===== src/rtl/pwm_ramp_ctrl.sv =====
// pwm_ramp_ctrl: soft-start/soft-stop speed sequencer for the PWM generator.
// Ports: clock, reset (sync, high), run_req, target[2:0], estop -> speed_out[2:0], pwm_en, ramping, at_target, fault.
module pwm_ramp_ctrl #(
  parameter int unsigned STEP_CYCLES = 1000,
  parameter int unsigned CNT_W       = 16
) (
  input  logic       clock,
  input  logic       reset,
  input  logic       run_req,
  input  logic [2:0] target,
  input  logic       estop,
  output logic [2:0] speed_out,
  output logic       pwm_en,
  output logic       ramping,
  output logic       at_target,
  output logic       fault
);

  typedef enum logic [1:0] {
    IDLE  = 2'd0,
    RAMP  = 2'd1,
    HOLD  = 2'd2,
    DRAIN = 2'd3
  } state_t;

  localparam logic [CNT_W-1:0] TICK_AT = CNT_W'(STEP_CYCLES - 1);

  state_t           state_q, state_d;
  logic [CNT_W-1:0] cnt_q, cnt_d, cnt_inc;
  logic [2:0]       speed_q, speed_d;
  logic [2:0]       ramp_spd, drain_spd;
  logic             fault_q, fault_d;
  logic             tick;

  assign tick    = (cnt_q == TICK_AT);
  assign cnt_inc = tick ? '0 : cnt_q + CNT_W'(1);

  // target is 0..7, so stepping toward it can never leave 0..7
  always_comb begin
    ramp_spd = speed_q;
    if (target > speed_q)
      ramp_spd = speed_q + 3'd1;
    else if (target < speed_q)
      ramp_spd = speed_q - 3'd1;
  end

  assign drain_spd = (speed_q == 3'd0) ? 3'd0 : speed_q - 3'd1;

  always_comb begin
    state_d = state_q;
    cnt_d   = cnt_q;
    speed_d = speed_q;
    fault_d = fault_q;
    if (estop) begin
      state_d = IDLE;
      cnt_d   = '0;
      speed_d = 3'd0;
      fault_d = 1'b1;
    end else begin
      if (fault_q && !run_req)
        fault_d = 1'b0;
      unique case (state_q)
        IDLE: begin
          cnt_d   = '0;
          speed_d = 3'd0;
          if (run_req && !fault_q)
            state_d = (target != 3'd0) ? RAMP : HOLD;
        end
        RAMP: begin
          cnt_d = cnt_inc;
          if (tick) begin
            speed_d = ramp_spd;
            if (ramp_spd == target) begin
              state_d = HOLD;
              cnt_d   = '0;
            end
          end
          // a dropped request beats reaching target; the step still lands
          if (!run_req) begin
            state_d = DRAIN;
            cnt_d   = cnt_inc;
          end
        end
        HOLD: begin
          cnt_d = '0;
          if (!run_req)
            state_d = (speed_q != 3'd0) ? DRAIN : IDLE;
          else if (target != speed_q)
            state_d = RAMP;
        end
        DRAIN: begin
          cnt_d = cnt_inc;
          if (run_req) begin
            state_d = RAMP;
          end else if (tick) begin
            speed_d = drain_spd;
            if (drain_spd == 3'd0) begin
              state_d = IDLE;
              cnt_d   = '0;
            end
          end
        end
        default: begin
          state_d = IDLE;
          cnt_d   = '0;
          speed_d = 3'd0;
        end
      endcase
    end
  end

  // status flags are registered from the next state so they
  // change on the same edge as the state itself
  always_ff @(posedge clock) begin
    if (reset) begin
      state_q   <= IDLE;
      cnt_q     <= '0;
      speed_q   <= 3'd0;
      fault_q   <= 1'b0;
      pwm_en    <= 1'b0;
      ramping   <= 1'b0;
      at_target <= 1'b0;
    end else begin
      state_q   <= state_d;
      cnt_q     <= cnt_d;
      speed_q   <= speed_d;
      fault_q   <= fault_d;
      pwm_en    <= (state_d != IDLE);
      ramping   <= (state_d == RAMP) || (state_d == DRAIN);
      at_target <= (state_d == HOLD);
    end
  end

  assign speed_out = speed_q;
  assign fault     = fault_q;

endmodule


===== config.mk =====
export PLATFORM = sky130hd
export DESIGN_NAME = pwm_ramp_ctrl
export DESIGN_NICKNAME = d
export VERILOG_FILES = /design/src/rtl/pwm_ramp_ctrl.sv
export SDC_FILE = /design/constraint.sdc
export NUM_CORES = 1
export LEC_CHECK = 0
export ABC_AREA = 0
export CAP_MARGIN = 20
export CORE_UTILIZATION = 23
export DETAILED_ROUTE_END_ITERATION = 7
export GPL_ROUTABILITY_DRIVEN = 0
export PLACE_DENSITY = 0.4
export SYNTH_ARGS = -nofsm -noshare
export SYNTH_HDL_FRONTEND = slang
export SYNTH_SLANG_ARGS = --single-unit
export TNS_END_PERCENT = 30

===== constraint.sdc =====
create_clock -name clock -period 2.12 [get_ports clock]
set_clock_uncertainty 0.2 [all_clocks]
set_input_delay 0.318 -clock clock [delete_from_list [all_inputs] [get_ports clock]]
set_output_delay 0.318 -clock clock [all_outputs]
set_load 0.01 [all_outputs]

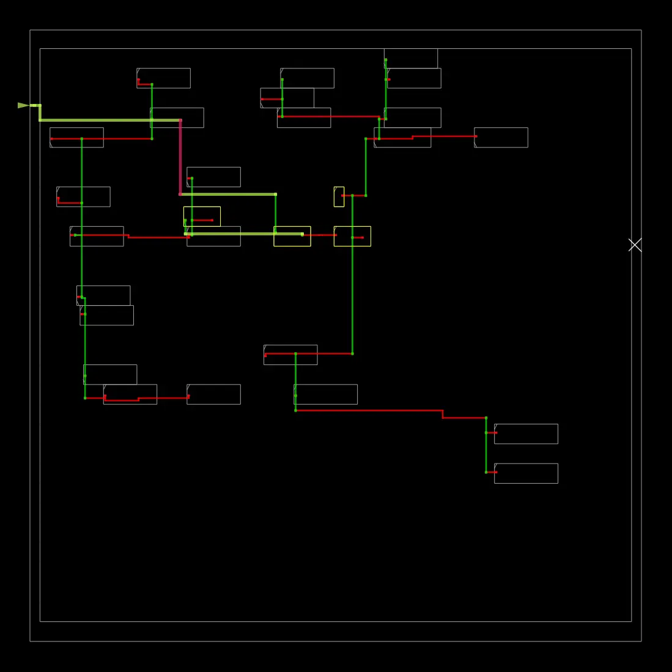
(images/clock_nets.png)
Num CTS Buffers: 3
Clock Sinks: 24
Late-Pin Clk Latency: 0.26 ns
Clock buffer cells: 4
registers: 24

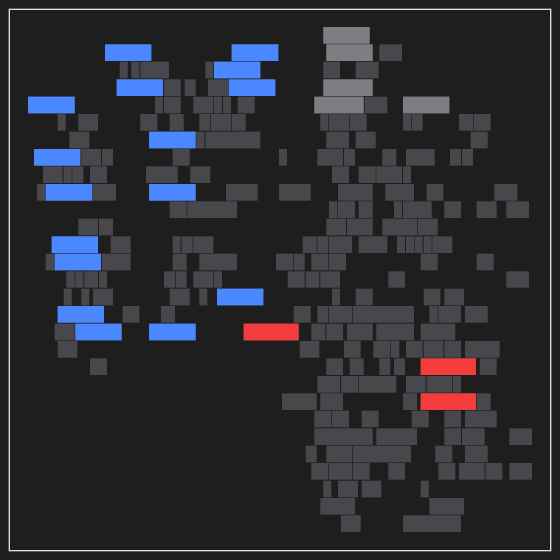
(images/ff_map.png)
signal	colour	sequential cells
cnt_q	blue	16
speed_out	red	3

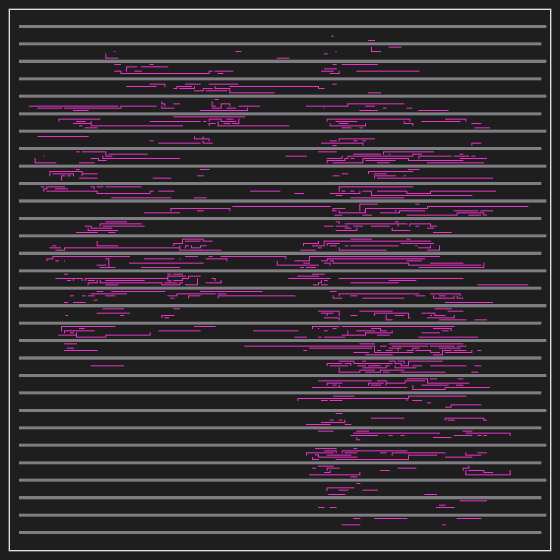
(images/m1.png)
Supply wires on this layer in grey.
nets with wire on the layer	222
share of all routed wire	46%
main direction	horizontal
wire length on this layer	1,910 um
longest straight run	20.2 um

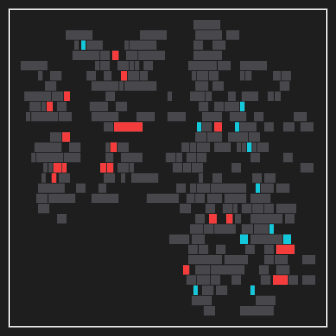
(images/gates.png)
family	colour	cells	most used
inv cells	cyan	11	inv_1
nand cells	red	18	nand3_1
fin cells: 299
Top cell excl fill/tap: buf_4
fraction of area in multi-input gates: 0.519

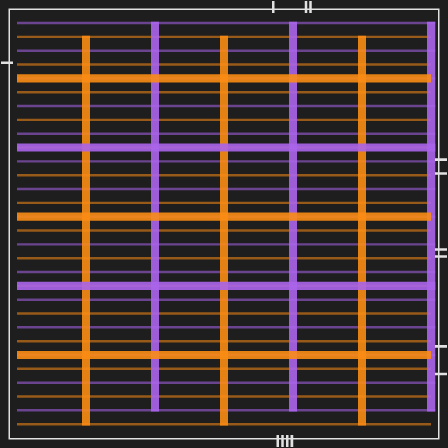
(images/floorplan.png)
Pins as bars on the die edge.
net	colour
VSS	orange
VDD	purple
rows	29
met4 straps	6
area of the core: 0.00642 mm^2
Die Ht: 84.2 um
maximum vdd ir drop: 0.000253 V
DIE WIDTH: 84.2 um

==> results.json <==
{
  "setup_violations": 4,
  "lay_top_cells": "36 x buf_4, 23 x nor2_1, 19 x dfxtp_1",
  "top_cells_by_count": "24 x dfxtp_1, 23 x nor2_1, 13 x xor2_1, 11 x ha_1, 11 x inv_1",
  "yosysMostFrequentCell": "dfxtp_1",
  "slowest_stage": "or4b_1",
  "grt_pass1_vias": 1538,
  "fp_util": 0.242,
  "synth_cell_types": 52,
  "synth.avg_cell_area_um2": 9.03,
  "firstDrtPassIters": 8,
  "drc_errors": 2,
  "avgViaCountPerCell": 4.86,
  "yosys-stat-area_mm2": 0.00155,
  "antenna_found_initial": 0,
  "violations": "DRC, setup timing",
  "synth_top_area_share": 0.309,
  "buf_share": 0.177,
  "seq_area_frac_synth": 0.309,
  "async_flop_share": 0,
  "warnings": 33,
  "fin_ws_ns": -0.0527,
  "grt.total_usage": 0.119,
  "r2r-start": "speed_out[0]",
  "pwr-share-clk": 0.278,
  "p_int_mw": 0.714,
  "edf_count": 0,
  "seq-cell-share": 0.221,
  "io_buffer_count": 13,
  "layout-drive-gt1-share": 0.360,
  "start_kind": "flop",
  "synthFlopType": "dfxtp_1",
  "n_all_buffers": 49,
  "power.density_mw_per_mm2": 440,
  "syn_area_mm2": 0.00155,
  "status": "finished with violations",
  "fillers": 653,
  "grt_pass1_wl_um": 6900,
  "fp_nets": 190
}
-- kinds of logic (layout without fill, tap and decap cells) --
group | count (synthesis) | after routing | synth area share
xor gates and xnor gates | 16 | 16 | 0.0903
and+or+nand+nor | 68 | 68 | 0.273
AOI/OAI and AO/OA | 38 | 38 | 0.197
muxes | 1 | 1 | 0.00725
DFF | 24 | 24 | 0.309
adders and majority gates | 11 | 11 | 0.0886
buffers and inverters | 14 | 64 | 0.0346
-- registers in the layout, indices dropped and copies added (netlist names) --
register / flops
at_target: 1
cnt_q: 16
fault: 1
pwm_en: 1
ramping: 1
speed_out: 3
state_q: 1
-- critical path: cells and delay by family, from the launching register on --
family                     cells  cell delay [ns]
and+or+nand+nor                1             0.46
AOI/OAI and AO/OA              5             0.78
adders and majority gates      1             0.18
buffers and inverters          1             0.06
DFF                            1             0.39
-- metrics by stage --
step | std cells | hold slack (ns) | setup slack [ns] | instance area [um^2]
floorplan | 172 | 0.178 | 0.00303 | 1600
global placement | 292 | 0.306 | -0.488 | 2060
detailed placement | 292 | 0.316 | -0.558 | 2060
CTS | 298 | 0.329 | -0.0675 | 2200
global route | 299 | 0.351 | -0.162 | 2240
finish | 299 | 0.321 | -0.0527 | 2240
-- timing repair --
item	4_1_cts	5_1_grt
setup endpoints to repair	7	7
hold endpoints to repair	0	0
pin swaps	14	4
setup buffers	2	1
resized	26	6
hold buffers	0	0
-- metal layers --
layer | vias up | part of all wire | track usage
met5 | - | 0 | 0
met4 | 0 | 0.0024 | 0.0204
met3 | 2 | 0.024 | 0.0236
met2 | 13 | 0.51 | 0.227
met1 | 693 | 0.46 | 0.140
li1 | 746 | - | -
Power and IR drop assume default switching activity.
